[src/rtl/piso_serializer.sv]
// Parallel-in serial-out stage: accepts a WIDTH-bit word over a valid/ready
// handshake and emits it one bit per shift_en cycle with first/last framing.
// A new word can be accepted on the edge that consumes the last bit, so
// successive words form a gapless serial stream.
module piso_serializer #(
  parameter int unsigned WIDTH     = 4,
  parameter bit          MSB_FIRST = 1'b1
) (
  input  logic             clk,
  input  logic             reset,
  input  logic             load_valid,
  output logic             load_ready,
  input  logic [WIDTH-1:0] data_in,
  input  logic             shift_en,
  output logic             serial_out,
  output logic             serial_valid,
  output logic             first_bit,
  output logic             last_bit,
  output logic             busy
);

  localparam int unsigned CntW = $clog2(WIDTH + 1);

  typedef enum logic {StIdle, StShift} state_e;

  state_e            state_q, state_d;
  logic [WIDTH-1:0]  shreg_q, shreg_d;
  logic [CntW-1:0]   cnt_q, cnt_d;
  logic              acc;
  logic              on_last;

  assign on_last = (cnt_q == CntW'(1));

  // Ready in IDLE, or while the last bit is being consumed (gapless reload).
  assign load_ready = (state_q == StIdle) | ((state_q == StShift) & on_last & shift_en);
  assign acc        = load_valid & load_ready;

  // Next-state: load on accept, shift toward the output end on shift_en.
  always_comb begin
    state_d = state_q;
    shreg_d = shreg_q;
    cnt_d   = cnt_q;
    unique case (state_q)
      StIdle: begin
        if (acc) begin
          shreg_d = data_in;
          cnt_d   = CntW'(WIDTH);
          state_d = StShift;
        end
      end
      StShift: begin
        if (shift_en) begin
          if (on_last) begin
            if (acc) begin
              shreg_d = data_in;
              cnt_d   = CntW'(WIDTH);
            end else begin
              shreg_d = '0;
              cnt_d   = '0;
              state_d = StIdle;
            end
          end else begin
            if (MSB_FIRST) begin
              shreg_d = {shreg_q[WIDTH-2:0], 1'b0};
            end else begin
              shreg_d = {1'b0, shreg_q[WIDTH-1:1]};
            end
            cnt_d = cnt_q - CntW'(1);
          end
        end
      end
      default: state_d = StIdle;
    endcase
  end

  // State register with synchronous reset taking priority over everything.
  always_ff @(posedge clk) begin
    if (reset) begin
      state_q <= StIdle;
      shreg_q <= '0;
      cnt_q   <= '0;
    end else begin
      state_q <= state_d;
      shreg_q <= shreg_d;
      cnt_q   <= cnt_d;
    end
  end

  // Serial outputs are all qualified by the SHIFT state.
  always_comb begin
    busy         = (state_q == StShift);
    serial_valid = busy;
    serial_out   = 1'b0;
    first_bit    = 1'b0;
    last_bit     = 1'b0;
    if (busy) begin
      serial_out = MSB_FIRST ? shreg_q[WIDTH-1] : shreg_q[0];
      first_bit  = (cnt_q == CntW'(WIDTH));
      last_bit   = on_last;
    end
  end

endmodule

[config.mk]
export PLATFORM = sky130hd
export DESIGN_NAME = piso_serializer
export DESIGN_NICKNAME = d
export VERILOG_FILES = /design/src/rtl/piso_serializer.sv
export SDC_FILE = /design/constraint.sdc
export NUM_CORES = 1
export LEC_CHECK = 0
export CORE_UTILIZATION = 35
export DETAILED_ROUTE_END_ITERATION = 16
export DONT_BUFFER_PORTS = 1
export RECOVER_POWER = 25
export SLEW_MARGIN = 20
export SYNTH_ARGS = -nofsm -noshare
export SYNTH_HDL_FRONTEND = slang
export SYNTH_SLANG_ARGS = --single-unit
[constraint.sdc]
create_clock -name clk -period 1.4 [get_ports clk]
set_clock_uncertainty 0.2 [all_clocks]
set_input_delay 0.42 -clock clk [delete_from_list [all_inputs] [get_ports clk]]
set_output_delay 0.42 -clock clk [all_outputs]
set_load 0.02 [all_outputs]
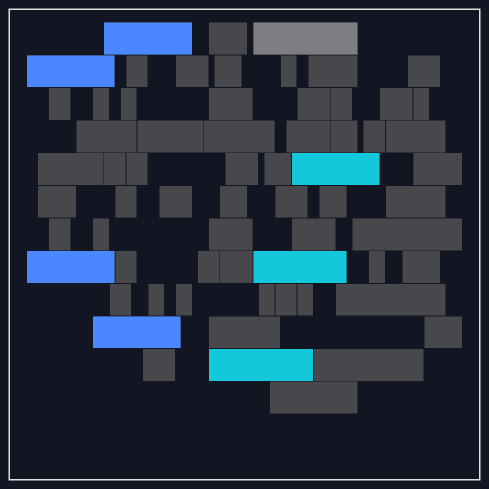
run_1/flops_by_reg.png
Drawn at 12 px/µm. Other sequential cells in the stronger gray, the rest of the logic in the fainter gray.
Key: cyan = cnt_q [sequential cells 3]; blue = shreg_q [sequential cells 4]
Layout Utilization: 53.0%
Flop area: 169 µm²
Seq area share: 24.8%
sequential power: 266 µW

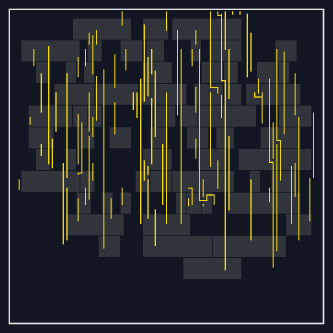
run_1/layer_met2.png
Drawn at 8 px/µm. Cells faint in the background.
The wires run mostly vertical. The layer holds 52% of the routed length. 64 nets have wire on it. The longest straight run is 23.6 µm.
M2 GR Usage: 23.3%
Via Count: 415
drt total wl: 1040 µm

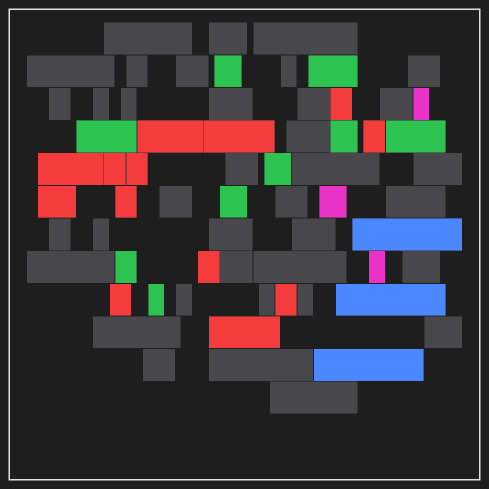
run_1/logic_types.png
Drawn at 12 px/µm.
Key: magenta = inverters [cells 3]; blue = adder and majority cells [cells 3]; green = NAND gates [cells 9]; red = inverting AOI/OAI gates [cells 13]
fin cells: 80
Commonest Layout Cell: a21oi_1
fraction of area in multi-input gates: 57.0%

==> flow_summary.toml, run 1 <==
# flow metrics
[outcome]
violations = "setup timing"
status = "finished, violations left"

[final_layout]
diodes = 0
multi_input_comb_area_um2 = 388

[drt]
firstDrtPassIters = 4

[yosys]
synth_area_leader_cell = "dfxtp_1"
ys_warn_count = 0
adder_share_pct = 7.79
ys_ff = 8

[place]
hpwl_um = 722

[flow_run]
drv_cap = 0

[cts]
clockBufferDepth = 2
cts_hold_buf = 0

[power]
p_int_uw = 432

[global_route]
grt_max_degree = 9

[min_path]
worstHoldPathType = "in -> reg"

[final_timing]
period_used_pct = 125
finalSetupViolCount = 11
finalWorstSetupSlack_ns = -0.354

[critical_path]
cpPeakStageDelay_ns = 0.33
run 1: metal layers:
layer	wire, µm	global-route usage, %	up-vias
met4	6	10.3	0
met2	541	23.3	11
li1	-	-	213
met5	0	0	-
met1	462	19.2	189
met3	33	3.47	2
run 1: cell type report:
class | count | area share [%]
clock buffer | 3 | 3.31
inverter | 3 | 2.02
multi-input combinational | 44 | 57.0
sequential | 8 | 24.8
tap | 15 | 2.76
timing repair buffer | 7 | 10.1
run 1: what timing repair did:
item / CTS / global route
buffers inserted: 3 / 0
hold endpoints to repair: 0 / 0
pin swaps: 8 / 5
resized: 14 / 2
endpoints found under the setup margin: 11 / 13
run 1: registers in the layout, indices dropped and copies added (netlist names):
register	cells
cnt_q	3
busy	1
shreg_q	4
==> run 1 -> run 2 <==
Clock period 1.4 ns to 2.05 ns, I/O delays scaled along.
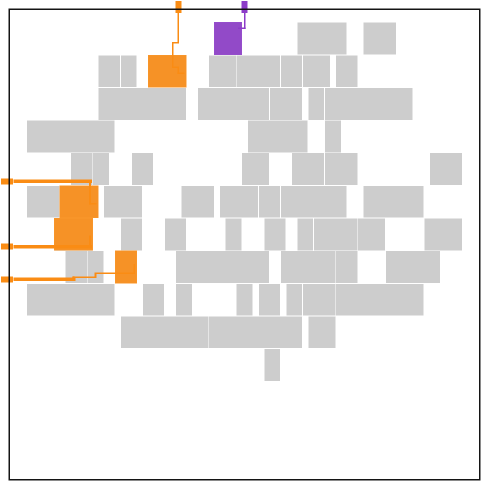
run_2/io_fan.png
Drawn at 12 px/µm.
Key: orange = data_in [bits 4, direction input, end cells 4, wire 33.1 µm]; purple = serial_out [bits 1, direction output, end cells 1, wire 1.70 µm]

==> run 2 against run 1 <==
Effect of this change:
- the run now ends clean
- hold slack better by 0.19 ns
- synthesized cell count is the same
- register-to-register slack improved by 0.56 ns
- first-iteration DRC count grew to 5.0 times the previous value
- core utilization is 9.5 points lower
- critical path depth is 2 higher
- worst setup slack better by 0.37 ns
- total power fell by 36%
- critical path type unchanged
- critical endpoint is now load_ready
- largest cell class unchanged
==> flow_summary.toml, run 2 <==
# flow metrics
[outcome]
status = "complete, no violations"

[global_route]
grt_max_degree = 9
grt_util_met2_pct = 22.1

[cts]
cts_resized = 5
cts_setup_buffers = 0

[final_layout]
diodes = 0
sh_comb_area_pct = 55.4
final_cell_count_no_fill = 77
clockNetworkAreaShare_pct = 4.04

[flow_run]
drv_cap = 0

[drt]
met1_length_um = 439
routed_wl_um = 974
wl_met2_um = 467
highest_layer = "met4"
wl_met3_um = 61

[yosys]
adder_share_pct = 7.79
synth_area_leader_cell = "dfxtp_1"

[die]
taps = 15

[final_timing]
period_used_pct = 99.2

[min_path]
worstHoldPathType = "in -> reg"

[critical_path]
cpPeakStageDelay_ns = 0.32
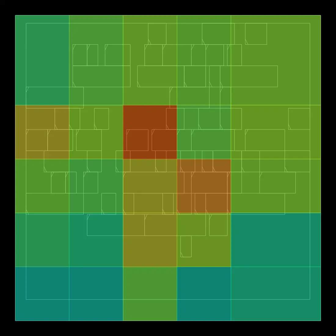
run_2/congestion.png
Layout Utilization: 43.4%
Avg WL per Cell: 12.6 µm
GRT busiest layer: met2
met3 usage: 9.25%
Tot GR Track Use: 15.1%

-- run 2: netlist changes by cell type in the layout (fill, tap and decap cells not counted), moves of 2 or more --
cell | before | now
ha_4 | 3 | 0
a2bb2oi_1 | 1 | 3
a2bb2oi_2 | 2 | 0
and2_4 | 3 | 1
buf_4 | 5 | 3
dfxtp_4 | 2 | 0
ha_1 | 0 | 2
nor3_1 | 3 | 5
nor3_2 | 3 | 1
-- run 2: power by group through the flow --
stage	Clock [mW]	Sequential, mW	Combinational (mW)
floorplan	0	0.180	0.0693
global placement	0	0.181	0.0795
detailed placement	0	0.181	0.0798
CTS	0.127	0.180	0.0823
global route	0.136	0.182	0.0958
finish	0.122	0.180	0.0852
==> run 2 -> run 3 <==
Settings changed: PLACE_DENSITY set to 0.52.
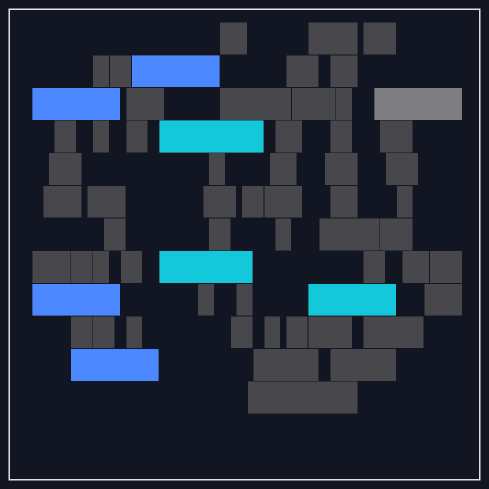
run_3/flops_by_reg.png
Drawn at 12 px/µm. Other sequential cells in the stronger gray, the rest of the logic in the fainter gray.
Key: cyan = cnt_q [sequential cells 3]; blue = shreg_q [sequential cells 4]
Another 1 sequential cells are not colored.
sequential power: 180 µW
Seq area share: 28.3%

==> run 3 against run 2 <==
Effect of this change:
- clock-buffer cell count did not move
- register-to-register slack improved by 0.02 ns
- die area did not move
- wire length rose by 2.5%
- combinational power rose by 3.3%
- critical endpoint is now first_bit
- largest cell class unchanged
==> flow_summary.toml, run 3 <==
# flow metrics
[outcome]
status = "complete, no violations"

[final_layout]
multi_input_comb_area_um2 = 324
area_growth_pct = 21.0
diodes = 0
fin_util_pct = 45.4
regMostFlops = "shreg_q"

[cts]
cts_inserted_buffers = 3
cts_setup_buffers = 0
clockBufferDepth = 2
cts_resized = 8
htree_levels = 1

[yosys]
ys_top_logic_family = "simple AND/OR/NAND/NOR gates"
synth_area_leader_cell = "dfxtp_1"
synth.top_cell.area_share_pct = 33.2
xor_share_pct = 0
syn_avg_cell_area_um2 = 8.31
adder_share_pct = 7.79

[power]
clkPwrFrac_pct = 31.4
p_clk_uw = 122
p_sw_uw = 112
power-top-group = "sequential cells"
pg_comb_uw = 88.0

[global_route]
grtUsageMet3_pct = 8.67
grt_max_degree = 9
grt_util_met2_pct = 24.6
grtUsageMet1_pct = 19.4
busiest_layer = "met2"
grt_use_total_pct = 15.9

[critical_path]
crit_fanout = 4
cpPeakStageDelay_ns = 0.37

[final_timing]
finalSetupViolCount = 0
period_used_pct = 97.4

[drt]
wl_per_cell_um = 12.8
vias_per_cell = 5.22
routed_wl_um = 998
drtIter0Drc = 5

[flow_run]
drv_cap = 0

[min_path]
worstHoldPathType = "in -> reg"
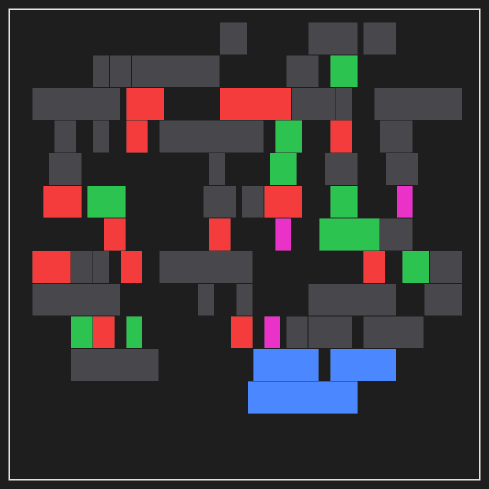
run_3/logic_types.png
Drawn at 12 px/µm.
Key: magenta = inverters [cells 3]; red = inverting AOI/OAI gates [cells 13]; green = NAND gates [cells 9]; blue = adder and majority cells [cells 3]
fin cells: 78
fraction of area in multi-input gates: 55.6%

run 3: cell counts after synthesis:
Identical to the previous run, type by type.
run 3: final cells by class:
class	instances	area share, %
Multi-Input combinational cell	44	55.6
Sequential cell	8	28.3
Timing Repair Buffer	5	7.08
Clock buffer	3	3.86
Tap cell	15	3.22
Inverter	3	1.93
run 3: routing by layer:
metal / share of wire [%] / vias to the layer above
met5: 0 / -
met4: 0 / 0
met3: 5.5 / 0
met2: 50 / 10
met1: 44 / 190
li1: - / 207
run 3: final timing paths:
kind | from | end | slack [ns] | cells past startpoint
max | cnt_q[0] | first_bit | 0.05 | 4
min | reset | cnt_q[0] | 0.22 | 1
max reg2reg | busy | cnt_q[2] | 0.50 | 5
min reg2reg | shreg_q[0] | shreg_q[0] | 0.25 | 2
Power and IR drop assume default switching activity.
